`src/rtl/clk_period_meter.sv`:
```
// clk_period_meter: single-shot period and high-time measurement of a slow asynchronous square wave.
// Ports: clk/rst_n (async active-low) clock and reset; sig_in signal under test; start begins a measurement;
// busy while measuring; done one-cycle end pulse; timeout valid with done; period/high_time results in clk cycles.
`timescale 1ns/1ps
module clk_period_meter #(
  parameter int CNT_W   = 16,
  parameter int TIMEOUT = 1000
) (
  input  logic             clk,
  input  logic             rst_n,
  input  logic             sig_in,
  input  logic             start,
  output logic             busy,
  output logic             done,
  output logic             timeout,
  output logic [CNT_W-1:0] period,
  output logic [CNT_W-1:0] high_time
);
  typedef enum logic [1:0] {IDLE, WAIT_RISE, MEAS_HIGH, MEAS_LOW} state_t;
  state_t state_q, state_d;
  logic s1_q, s2_q, prev_q;
  logic done_q, done_d, to_q, to_d;
  logic rise_p, fall_p, finish, expire;
  logic [CNT_W-1:0] wd_q, wd_d, cnt_q, cnt_d, hi_q, hi_d;
  logic [CNT_W-1:0] period_q, period_d, high_q, high_d;
  always_comb begin
    rise_p   = s2_q & ~prev_q;
    fall_p   = ~s2_q & prev_q;
    finish   = (state_q == MEAS_LOW) && rise_p;
    expire   = (state_q != IDLE) && (wd_q == CNT_W'(TIMEOUT - 1));
    // a completing edge beats a simultaneous watchdog expiry
    done_d   = finish | expire;
    to_d     = expire & ~finish;
    period_d = finish ? cnt_q : expire ? '0 : period_q;
    high_d   = finish ? hi_q : expire ? '0 : high_q;
    wd_d     = (state_q == IDLE) ? '0 : wd_q + 1'b1;
    // while waiting, cnt is preloaded so that it reads cycles-since-rise once measuring
    cnt_d    = (state_q == IDLE) ? '0 : (state_q == WAIT_RISE) ? CNT_W'(1) : cnt_q + 1'b1;
    hi_d     = (state_q == MEAS_HIGH && fall_p) ? cnt_q : hi_q;
    // start is refused while the done pulse is out, so back-to-back requests need one idle cycle
    state_d  = done_d ? IDLE :
               (state_q == IDLE && start && !done_q) ? WAIT_RISE :
               (state_q == WAIT_RISE && rise_p) ? MEAS_HIGH :
               (state_q == MEAS_HIGH && fall_p) ? MEAS_LOW : state_q;
  end
  always_ff @(posedge clk or negedge rst_n) begin
    if (!rst_n) begin
      state_q  <= IDLE;
      s1_q     <= 1'b0;
      s2_q     <= 1'b0;
      prev_q   <= 1'b0;
      done_q   <= 1'b0;
      to_q     <= 1'b0;
      wd_q     <= '0;
      cnt_q    <= '0;
      hi_q     <= '0;
      period_q <= '0;
      high_q   <= '0;
    end else begin
      state_q  <= state_d;
      s1_q     <= sig_in;
      s2_q     <= s1_q;
      prev_q   <= s2_q;
      done_q   <= done_d;
      to_q     <= to_d;
      wd_q     <= wd_d;
      cnt_q    <= cnt_d;
      hi_q     <= hi_d;
      period_q <= period_d;
      high_q   <= high_d;
    end
  end
  assign busy      = state_q != IDLE;
  assign done      = done_q;
  assign timeout   = to_q;
  assign period    = period_q;
  assign high_time = high_q;
endmodule

```
`config.mk`:
```
export PLATFORM = sky130hd
export DESIGN_NAME = clk_period_meter
export DESIGN_NICKNAME = d
export VERILOG_FILES = /design/src/rtl/clk_period_meter.sv
export SDC_FILE = /design/constraint.sdc
export NUM_CORES = 1
export LEC_CHECK = 0
export CORE_MARGIN = 2
export CORE_UTILIZATION = 30
export CTS_BUF_LIST = sky130_fd_sc_hd__clkbuf_8
export DETAILED_ROUTE_END_ITERATION = 8
export SLEW_MARGIN = 5
export SYNTH_ARGS = -nofsm -noshare
export SYNTH_HDL_FRONTEND = slang
export SYNTH_SLANG_ARGS = --single-unit
```
`constraint.sdc`:
```
create_clock -name clk -period 3.7 [get_ports clk]
set_input_delay 0.74 -clock clk [delete_from_list [all_inputs] [get_ports clk]]
set_output_delay 0.74 -clock clk [all_outputs]
set_load 0.02 [all_outputs]
```
==> run_1/final_clocks.png <==
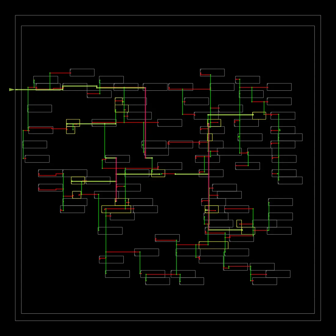
final-layout clock buffer total: 9
flip-flop and latch count: 87

==> run_1/wire_density.png <==
23 x 23 tiles, from white (low) to dark blue (high), scaled to the fullest tile. Values are wire area over tile area, all layers added.
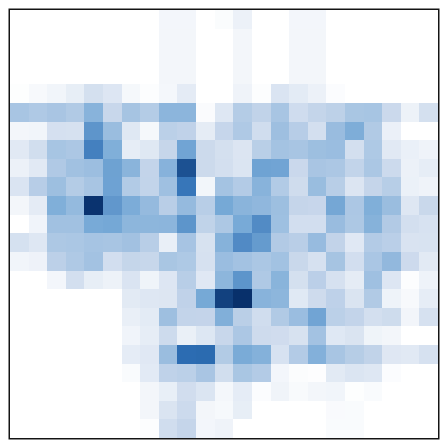
fullest tile	0.49
densest ninth of the die	center
mean over tiles	0.088

==> run_1/gate_families.png <==
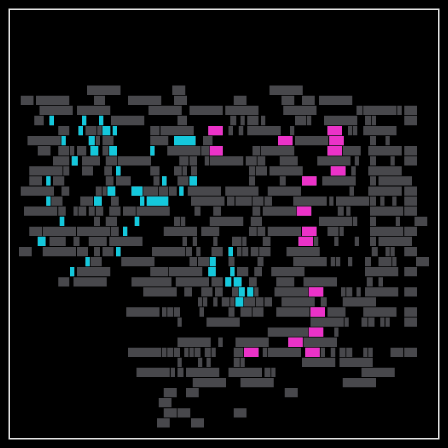
family	color	cells	most used
multiplexers	magenta	17	mux2_2
NOR gates	cyan	40	nor2_1

[run 1: power groups by stage]
stage               clock network, mW  registers (mW)  logic (mW)
floorplan                           0            1.19       0.260
global placement                    0            1.20       0.434
detailed placement                  0            1.20       0.444
CTS                             0.753            1.18       0.445
global route                    0.797            1.21       0.489
finish                          0.722            1.18       0.436
[run 1: flip-flops by register name (all words and copies together) (netlist names)]
signal and cells:
timeout 1, cnt_q 16, state_q 2, period 16, high_time 16, hi_q 16
s1_q 1, s2_q 1, prev_q 1, wd_q 16, done 1
[run 1: kinds of logic (layout without fill, tap and decap cells)]
logic type               after synthesis  in the layout  synth area share, %
buffers and inverters                 20             64                 2.85
AND-OR/OR-AND                         38             38                 5.50
adder cells (fa/ha/maj)                2              2                0.671
XOR/XNOR                              27             27                 6.34
AND/OR/NAND/NOR                      160            160                 21.2
flip-flops                            87             87                 58.4
multiplexers                          17             17                 5.10
[run 1: per-layer routing]
| layer | global-route usage (%) | vias to the layer above | part of all wire, % | wire length, um |
|---|---|---|---|---|
| met2 | 19.1 | 64 | 46 | 3470 |
| li1 | - | 1262 | - | - |
| met4 | 3.86 | 0 | 1.1 | 82 |
| met3 | 3.50 | 10 | 4.2 | 314 |
| met5 | 0 | - | 0 | 0 |
| met1 | 17.1 | 1287 | 49 | 3640 |
[run 1: through the flow]
step,utilization [%],cells
floorplan,-,351
global placement,35.4,547
detailed placement,35.4,547
CTS,37.3,563
global route,37.3,563
finish,37.3,563
[run 1: cells in the mapped netlist, types with 2 or more instances]
cell,instances
sky130_fd_sc_hd__nand3_1,13
sky130_fd_sc_hd__nor2b_1,2
sky130_fd_sc_hd__nand2b_1,4
sky130_fd_sc_hd__and2_1,14
sky130_fd_sc_hd__nor2_1,21
sky130_fd_sc_hd__mux2_2,16
sky130_fd_sc_hd__and3_1,3
sky130_fd_sc_hd__nand4_1,7
sky130_fd_sc_hd__nor4_1,8
sky130_fd_sc_hd__nand2_1,71
sky130_fd_sc_hd__xnor2_1,14
sky130_fd_sc_hd__inv_1,5
sky130_fd_sc_hd__clkbuf_1,10
sky130_fd_sc_hd__dfrtp_1,87
sky130_fd_sc_hd__o21ai_0,2
sky130_fd_sc_hd__a21oi_1,31
sky130_fd_sc_hd__xor2_1,13
sky130_fd_sc_hd__buf_6,4
sky130_fd_sc_hd__ha_1,2
sky130_fd_sc_hd__a21oi_2,3
sky130_fd_sc_hd__nor3_1,6
sky130_fd_sc_hd__nand3b_1,2
[run 1: final cells by class]
class | count | share of cell area (%)
multi-input cells | 244 | 32.3
well taps | 168 | 4.68
flip-flops and latches | 87 | 48.5
inverters | 5 | 0.418
clock buffers | 9 | 2.76
repair buffers | 43 | 9.25
clock inverters | 7 | 2.12
[run 1: critical path, stage by stage, from the launching register on]
cell and delay (ps):
sky130_fd_sc_hd__dfrtp_1 750, sky130_fd_sc_hd__nor2_1 160, sky130_fd_sc_hd__inv_1 90, sky130_fd_sc_hd__clkdlybuf4s50_1 600
==> run notes, run 1 <==
The flow ran to the end, and the final reports show no timing, DRC or antenna violations. STA puts the critical path data arrival time at 1950 ps. Summing over the stages, the warning tally comes to 26. For this run, the chip area from Yosys synthesis comes to 0.00373 mm^2. The via count normalized by instance count is 4.66. TritonCTS built the clock tree. In this run the layout overhead on the synthesized area is reported as 20.5%.

The layout summary lists the proportion of cells stronger than drive strength 1 as 11.9%. The run gives 12.4% as the global-route usage over all layers. Buffers inserted during clock tree synthesis total 9.

Counting every net in the synthesized netlist gives 357. The run gives 0.00373 mm^2 for the post-synthesis instance area. Looking at the clock tree report, the H-tree level count equals 3. Combinational logic burns 18.6% of the power. With the count of distinct cell types in the synthesized netlist at 35, the quantity of I/O buffers inserted on ports is 38. The run gives 0 for the antenna diode count.

The critical path capture point type is an output pin. The number of enable flip-flop cells is 0. The final clock period utilization by the worst path came out at 72.8%. According to the timing report, the critical path is launched from state_q[1]$_DFFE_PN0P_. The kind of path behind the tightest hold check is register to register.

The library cell used as clock root buffer was sky130_fd_sc_hd__clkbuf_8. In this run the vertical extent of the chip is 116 um. The initial utilization of the core area, before any placement, comes to 30.9%.

The HPWL after detailed placement is 5060 um. The critical path endpoint has a required time of 2960 ps.
==> run_1/zoom.png <==
Scale bar: 5 um. Region (48, 71) to (68, 91) um. Cells in gray, sequential cells in the stronger gray; small squares are vias.
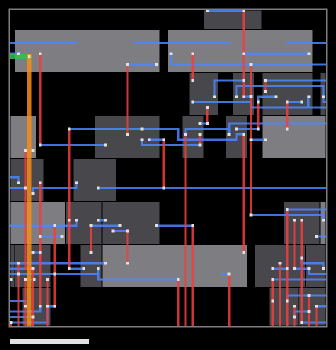

==> inputs of run 2 (changes only) <==
==> constraint.sdc (replaced) <==
create_clock -name clk -period 2.3 [get_ports clk]
set_input_delay 0.46 -clock clk [delete_from_list [all_inputs] [get_ports clk]]
set_output_delay 0.46 -clock clk [all_outputs]
set_load 0.02 [all_outputs]
==> run_2/zoom.png <==
Scale bar: 5 um. Region (48, 71) to (68, 91) um. Cells in gray, sequential cells in the stronger gray; small squares are vias.
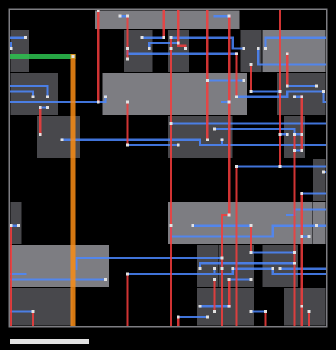
layer	color
met1	blue
met3	green
met2	red
met4	orange
cells with their middle in the window	16
sequential cells in the window	3
most frequent	nand2_1 (4), dfrtp_1 (3)

==> run_2/pins.png <==
Scale bar: 20 um. Pins as bars across the die edge, other pins in gray.
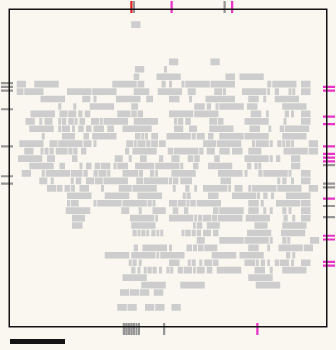
port	color	pins	direction	edge
`high_time`	magenta	16	output	13 east, 2 north, 1 south
`start`	red	1	input	north
all pins by edge	18 east, 9 south, 7 west, 5 north

==> run notes, run 2 <==
Area growth from synthesis to final layout: 22.5%. By count the netlist is led by sky130_fd_sc_hd__dfrtp_1, sky130_fd_sc_hd__nand2_1, sky130_fd_sc_hd__a21oi_1, sky130_fd_sc_hd__nor2_1, sky130_fd_sc_hd__mux2_2. The overall die height is 116 um. The run gives 4.55 for the via count normalized by instance count. The arrival time reported for the critical path endpoint is 1660 ps.

The global-route usage over all layers came out at 12.4%. STA classifies the critical path endpoint as an output pin. Kind of path behind the tightest hold check: input port to asynchronous set/reset pin. The number of warnings the tools reported works out to 26. The flow ran to the end, and the final reports show no timing, DRC or antenna violations. The tools report the half-perimeter wire length after detailed placement as 5050 um.

The worst endpoint required time came out at 1840 ps. The quantity of I/O buffers inserted on ports is 38. In this run, synthesis inferred 0 flip-flops with an integrated enable. TritonCTS built the clock tree. The cell sitting at the root of the clock tree is a sky130_fd_sc_hd__clkbuf_8. The cell area that synthesis handed to floorplanning was 0.00373 mm^2. In the floorplan report the effective utilization is 30.9%.

Per the post-synthesis report, the nets total 357. In the final layout, the share of cells above drive strength 1 is 12.8%. The synthesized chip area reported by yosys is 0.00373 mm^2.
run 2: kinds of logic (layout without fill, tap and decap cells):
group,count (synthesis),after routing,synth area share [%]
DFF,87,87,58.4
and+or+nand+nor,160,160,21.2
buffers and inverters,20,68,2.85
AOI/OAI and AO/OA,38,38,5.50
adders and majority gates,2,2,0.671
muxes,17,17,5.10
xor gates and xnor gates,27,27,6.34
run 2: critical path: stages, from the launching register on:
cell and delay, ps:
sky130_fd_sc_hd__dfrtp_1 470, sky130_fd_sc_hd__nor2_1 210, sky130_fd_sc_hd__inv_1 70, sky130_fd_sc_hd__clkdlybuf4s50_1 540
run 2: per-stage QoR:
stage / power, mW / hold slack (ps) / std cells / utilization (%)
global placement: 2.65 / 354 / 551 / 35.9
detailed placement: 2.68 / 357 / 551 / 35.9
CTS: 3.93 / 123 / 567 / 37.9
finish: 3.88 / 116 / 567 / 37.9
global route: 4.10 / 128 / 567 / 37.9
floorplan: 2.33 / 164 / 351 / -
run 2: power breakdown:
group          switching [mW]  internal (mW)  total [mW]
clock                   0.567          0.682        1.25
combinational           0.449          0.327       0.776
sequential              0.169           1.69        1.86
run 2: worst max path at each step:
stage                                start                         to  slack, ps  depth (start not counted)
detailed placement       wd_q[0]$_DFF_PN0_      period[8]$_DFFE_PN0P_        210                          6
floorplan                wd_q[0]$_DFF_PN0_   high_time[0]$_DFFE_PN0P_        310                          6
CTS                 state_q[0]$_DFFE_PN0P_                       busy        160                          3
finish              state_q[0]$_DFFE_PN0P_                       busy        180                          3
global placement         wd_q[0]$_DFF_PN0_  high_time[12]$_DFFE_PN0P_        250                          6
global route        state_q[0]$_DFFE_PN0P_                       busy         70                          3
run 2: cell type report:
type,instances,area (um^2),area share (%)
Timing Repair Buffer,47,470,10.3
Clock inverter,5,88.8,1.94
Clock buffer,11,151,3.31
Multi-Input combinational cell,244,1450,31.8
Tap cell,168,210,4.60
Sequential cell,87,2180,47.6
Inverter,5,18.8,0.411
run 2: layer usage:
layer / track usage [%] / part of all wire (%) / vias up
met5: 0 / 0 / -
met4: 4.10 / 1.5 / 0
met3: 3.77 / 3.8 / 11
met2: 19.2 / 46 / 49
met1: 16.6 / 49 / 1258
li1: - / - / 1262
==> inputs of run 3 (changes only) <==
--- a/config.mk
+++ b/config.mk
@@ -9,6 +9,7 @@
 export CORE_UTILIZATION = 30
 export CTS_BUF_LIST = sky130_fd_sc_hd__clkbuf_8
 export DETAILED_ROUTE_END_ITERATION = 8
+export GPL_ROUTABILITY_DRIVEN = 0
 export SLEW_MARGIN = 5
 export SYNTH_ARGS = -nofsm -noshare
 export SYNTH_HDL_FRONTEND = slang
==> run_3/wire_density.png <==
23 x 23 tiles, from white (low) to dark blue (high), scaled to the fullest tile. Values are wire area over tile area, all layers added.
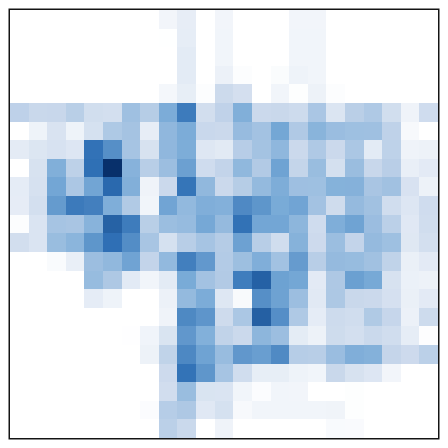
emptiest ninth of the die	south-west
tiles over half the peak	10%
fullest tile	0.44
mean over tiles	0.088
densest ninth of the die	center
nearly empty tiles	35%

==> run notes, run 3 <==
The flow ran to the end, and the final reports show no timing, DRC or antenna violations. The slew check shows that the tightest pin keeps a relative margin of 69.5%. The run gives 1840 ps as the worst endpoint required time. The global routing report lists combined usage of all routing layers as 12.4%. The quantity of I/O buffers inserted on ports came out at 38.

Detailed placement finished with a half-perimeter wire length of 5050 um. Global routing consumed, on the met3 layer, 3.77% of the routing resources. Global routing put the most usage on met2. The final clock period utilization by the worst path came out at 92.1%. The post-synthesis instance area is 0.00373 mm^2.

STA classifies the critical path endpoint as an output pin. The number of H-tree branching levels came out at 3. TritonCTS built the clock tree. Area growth from synthesis to final layout: 22.5%.

Before placement the cells fill 30.9% of the core. The synthesis stats list as the most numerous cell sky130_fd_sc_hd__dfrtp_1. The kind of path behind the tightest hold check is input port to asynchronous set/reset pin. Clock tree synthesis inserted a total of 9 buffers. Global routing used 16.6% of the available met1 tracks. The met2 demand-to-capacity share in global routing is 19.2%, and the arrival time reported for the critical path endpoint is 1660 ps. The post-synth count of flops with an enable pin is 0.

In this run the tools logged warnings totalling 26. For the worst slack on hold paths, the log shows 116 ps. The number of cells in the design after placement was 551.

By count the netlist is led by sky130_fd_sc_hd__dfrtp_1, sky130_fd_sc_hd__nand2_1, sky130_fd_sc_hd__a21oi_1, sky130_fd_sc_hd__nor2_1, sky130_fd_sc_hd__mux2_2. The finished layout holds 567 standard cells, fillers aside. The run gives 357 as the synthesized netlist net count. The peak clock frequency supported by timing came out at 0.472 GHz. For the count of distinct cell types in the synthesized netlist, the log shows 35. Of the cells placed in the final design, the portion with a size suffix greater than 1 is 12.8%.
==> run_3/gate_families.png <==
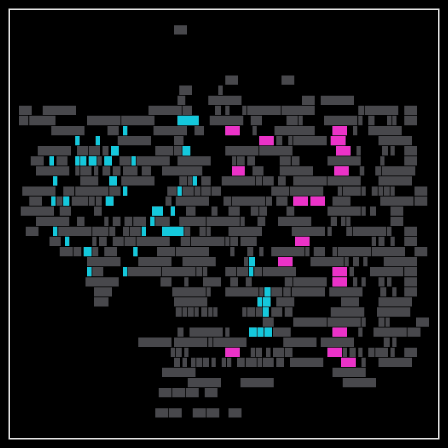
family	color	cells	most used
NOR gates	cyan	40	nor2_1
multiplexers	magenta	17	mux2_2

[run 3: worst max path at each step]
stage | start | to | slack (ps) | cells after the start
detailed placement | wd_q[0]$_DFF_PN0_ | period[8]$_DFFE_PN0P_ | 210 | 6
global placement | wd_q[0]$_DFF_PN0_ | high_time[12]$_DFFE_PN0P_ | 250 | 6
finish | state_q[0]$_DFFE_PN0P_ | busy | 180 | 3
global route | state_q[0]$_DFFE_PN0P_ | busy | 70 | 3
floorplan | wd_q[0]$_DFF_PN0_ | high_time[0]$_DFFE_PN0P_ | 310 | 6
CTS | state_q[0]$_DFFE_PN0P_ | busy | 160 | 3
[run 3: stage by stage]
step	total power [mW]	instance area, um^2
after floorplan	2.33	3730
after global placement	2.65	4330
after detailed placement	2.68	4330
after CTS	3.93	4570
after global routing	4.10	4570
final	3.88	4570
[run 3: final cells by class]
type	count	area [um^2]	area share [%]
inverter	5	18.8	0.411
sequential	87	2180	47.6
timing repair buffer	47	470	10.3
tap	168	210	4.60
clock buffer	11	151	3.31
clock inverter	5	88.8	1.94
multi-input combinational	244	1450	31.8
[run 3: cell families after synthesis]
family / count (synthesis) / share of synthesized area [%]
adder cells (fa/ha/maj): 2 / 0.671
multiplexers: 17 / 5.10
XOR/XNOR: 27 / 6.34
AND/OR/NAND/NOR: 160 / 21.2
flip-flops: 87 / 58.4
buffers and inverters: 20 / 2.85
AND-OR/OR-AND: 38 / 5.50
[run 3: report_power, final]
part / total, mW / switching (mW) / internal (mW)
Clock: 1.25 / 0.567 / 0.682
Combinational: 0.776 / 0.449 / 0.327
Sequential: 1.86 / 0.169 / 1.69
Total: 3.88 / 1.19 / 2.70
[run 3: per-layer routing]
metal | vias up | routed length (um)
li1 | 1262 | -
met2 | 49 | 3460
met4 | 0 | 116
met3 | 11 | 285
met1 | 1258 | 3650
met5 | - | 0
[run 3: worst max-delay path: stages, from the launching register on]
cell,delay (ps)
sky130_fd_sc_hd__dfrtp_1,470
sky130_fd_sc_hd__nor2_1,210
sky130_fd_sc_hd__inv_1,70
sky130_fd_sc_hd__clkdlybuf4s50_1,540
Power is estimated from default activity; no workload was simulated.
